==> config.mk <==
export PLATFORM = sky130hd
export DESIGN_NAME = bcd_serial_adder_ctrl
export DESIGN_NICKNAME = d
export VERILOG_FILES = /design/src/rtl/bcd_pkg.sv /design/src/rtl/bcd_digit_add.sv /design/src/rtl/bcd_serial_adder_ctrl.sv
export SDC_FILE = /design/constraint.sdc
export NUM_CORES = 1
export LEC_CHECK = 0
export CAP_MARGIN = 20
export CORE_AREA = 5 5 76 78
export DETAILED_ROUTE_END_ITERATION = 8
export DIE_AREA = 0 0 81 83
export GPL_ROUTABILITY_DRIVEN = 0
export PLACE_DENSITY = 0.93
export SYNTH_ARGS = -nofsm -noshare
export SYNTH_HDL_FRONTEND = slang
export SYNTH_SLANG_ARGS = --single-unit
==> constraint.sdc <==
create_clock -name clk -period 7.5 [get_ports clk]
set_clock_uncertainty 0.05 [all_clocks]
set_input_delay 0.75 -clock clk [delete_from_list [all_inputs] [get_ports clk]]
set_output_delay 0.75 -clock clk [all_outputs]
set_load 0.01 [all_outputs]
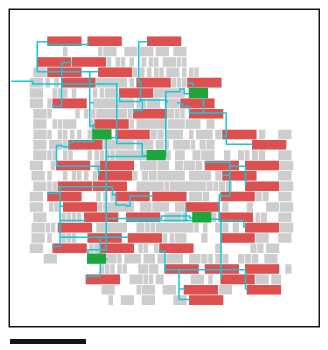
**Above:** routed clock nets over the placement.
The bar under the picture is 20 um long.
[green] clock-net drivers | count: 5
[red] flip-flops | count: 54
[cyan] clock wires | length: 593 um
routed clock nets: 6
Clk. pwr: 0.000203 W
share of total power in the clock network: 10.7%

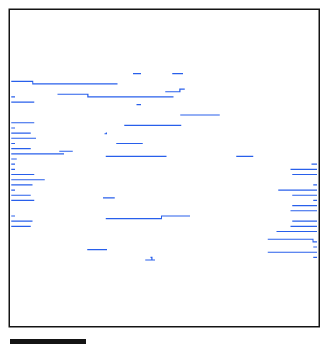
**Above:** M3 wires.
The bar under the picture is 20 um long.
nets with wire on the layer: 47
main direction: horizontal
wire length on this layer: 340 um
number of vias after detailed routing: 2032
Post-Route WL: 5.54 mm
global routing usage on met3: 4.44%

==> job_summary.md <==
## Synthesis and layout report

| Metric | Value |
|---|---|
| Outcome | `finished clean` |
| Clock tree from TritonCTS | `yes` |
| Detailed Route Iter0 Violations | `155` |
| Cells after DPL | `380` |
| Power dissipated by switching net loads | `0.000835 W` |
| Worst EP required | `7.65 ns` |
| Met2 routed wirelength | `2.76 mm` |
| Number of instances on the worst hold path | `2` |
| Pre-CTS setup slack | `3.62 ns` |
| Crit path max-delay family | `adder cells` |
| Sequential group share of total power | `27.2%` |
| Global-route track usage on met1 | `22.9%` |
| Half-perimeter wire length after placement | `3.95 mm` |
| Max-cap check violation count | `0` |
| Total congestion overflow | `0` |
| CP arrival | `4.05 ns` |
| Count of cell types in the netlist | `32` |
| Top cells by area | `dfrtp_1 52%, nand2_1 15%, mux4_2 7.0%, ha_1 4.3%, nand3_1 3.5%` |
| Non-clock inverter count | `10` |
| Top pwr grp | `combinational cells` |
| Boundary pin count | `56` |
| Hold-fix buffers at CTS | `0` |
| Worst hold margin | `0.433 ns` |
| Type of destination of the critical path | `flop` |
| Max stage delay cell, worst path | `dfrtp_1` |
| Placement-stage cell area | `3180 um2` |
| Highest attainable clock frequency | `0.256 GHz` |
| Share of flip-flops with an asynchronous set or reset after synthesis | `100%` |
| Synthesized netlist net count | `313` |
| Most instantiated cells after synthesis | `106 x nand2_1, 54 x dfrtp_1, 18 x nand3_1` |
| Area inside the core boundary | `5010 um2` |
| Comb area share | `34.7%` |
| Switching share of total power | `44.1%` |
| Starting Density | `51.7%` |
| Final worst-path cycle share | `52.0%` |
| Synth Warn # | `0` |
| Floorplan die height | `83 um` |
| Mean area per synthesized cell | `9.74 um2` |
| Static leakage power | `1.59 nW` |
| Maximum number of pins on one net before global-route repair | `55` |
| Final Net Count | `365` |
| Gate Count Post-Synth | `266` |
| Power density over the cells | `569 nW/um2` |
| Most numerous cell in the Yosys netlist | `nand2_1` |
| Dominant logic cell type in the layout | `nand2_1` |
| Number of iterations in the first detailed-routing pass | `4` |
| Wire length on met3 | `340 um` |
| Leading cell kind | `sequential cells` |
| Clk slew on worst S/H paths | `0.11 ns` |
| Top cell type's share of synthesized area | `52.1%` |
| Post-synth tally of flip-flops with integrated enable | `0` |
| CTS HTree Levels | `2` |
| Total Power | `0.00189 W` |
| # resized after CTS | `0` |
| WS Path Type | `flop to flop` |
| MI comb cells | `190` |
| Global routing's busiest layer | `met2` |
| Comb group | `0.00118 W` |
| Setup slack of the most critical reg-to-reg path | `3.60 ns` |
| Clock latency of the later-clocked register in the worst-skew pair | `0.32 ns` |
| Number of antenna violations at the first check in global routing | `0` |
Power is estimated from default activity; no workload was simulated.
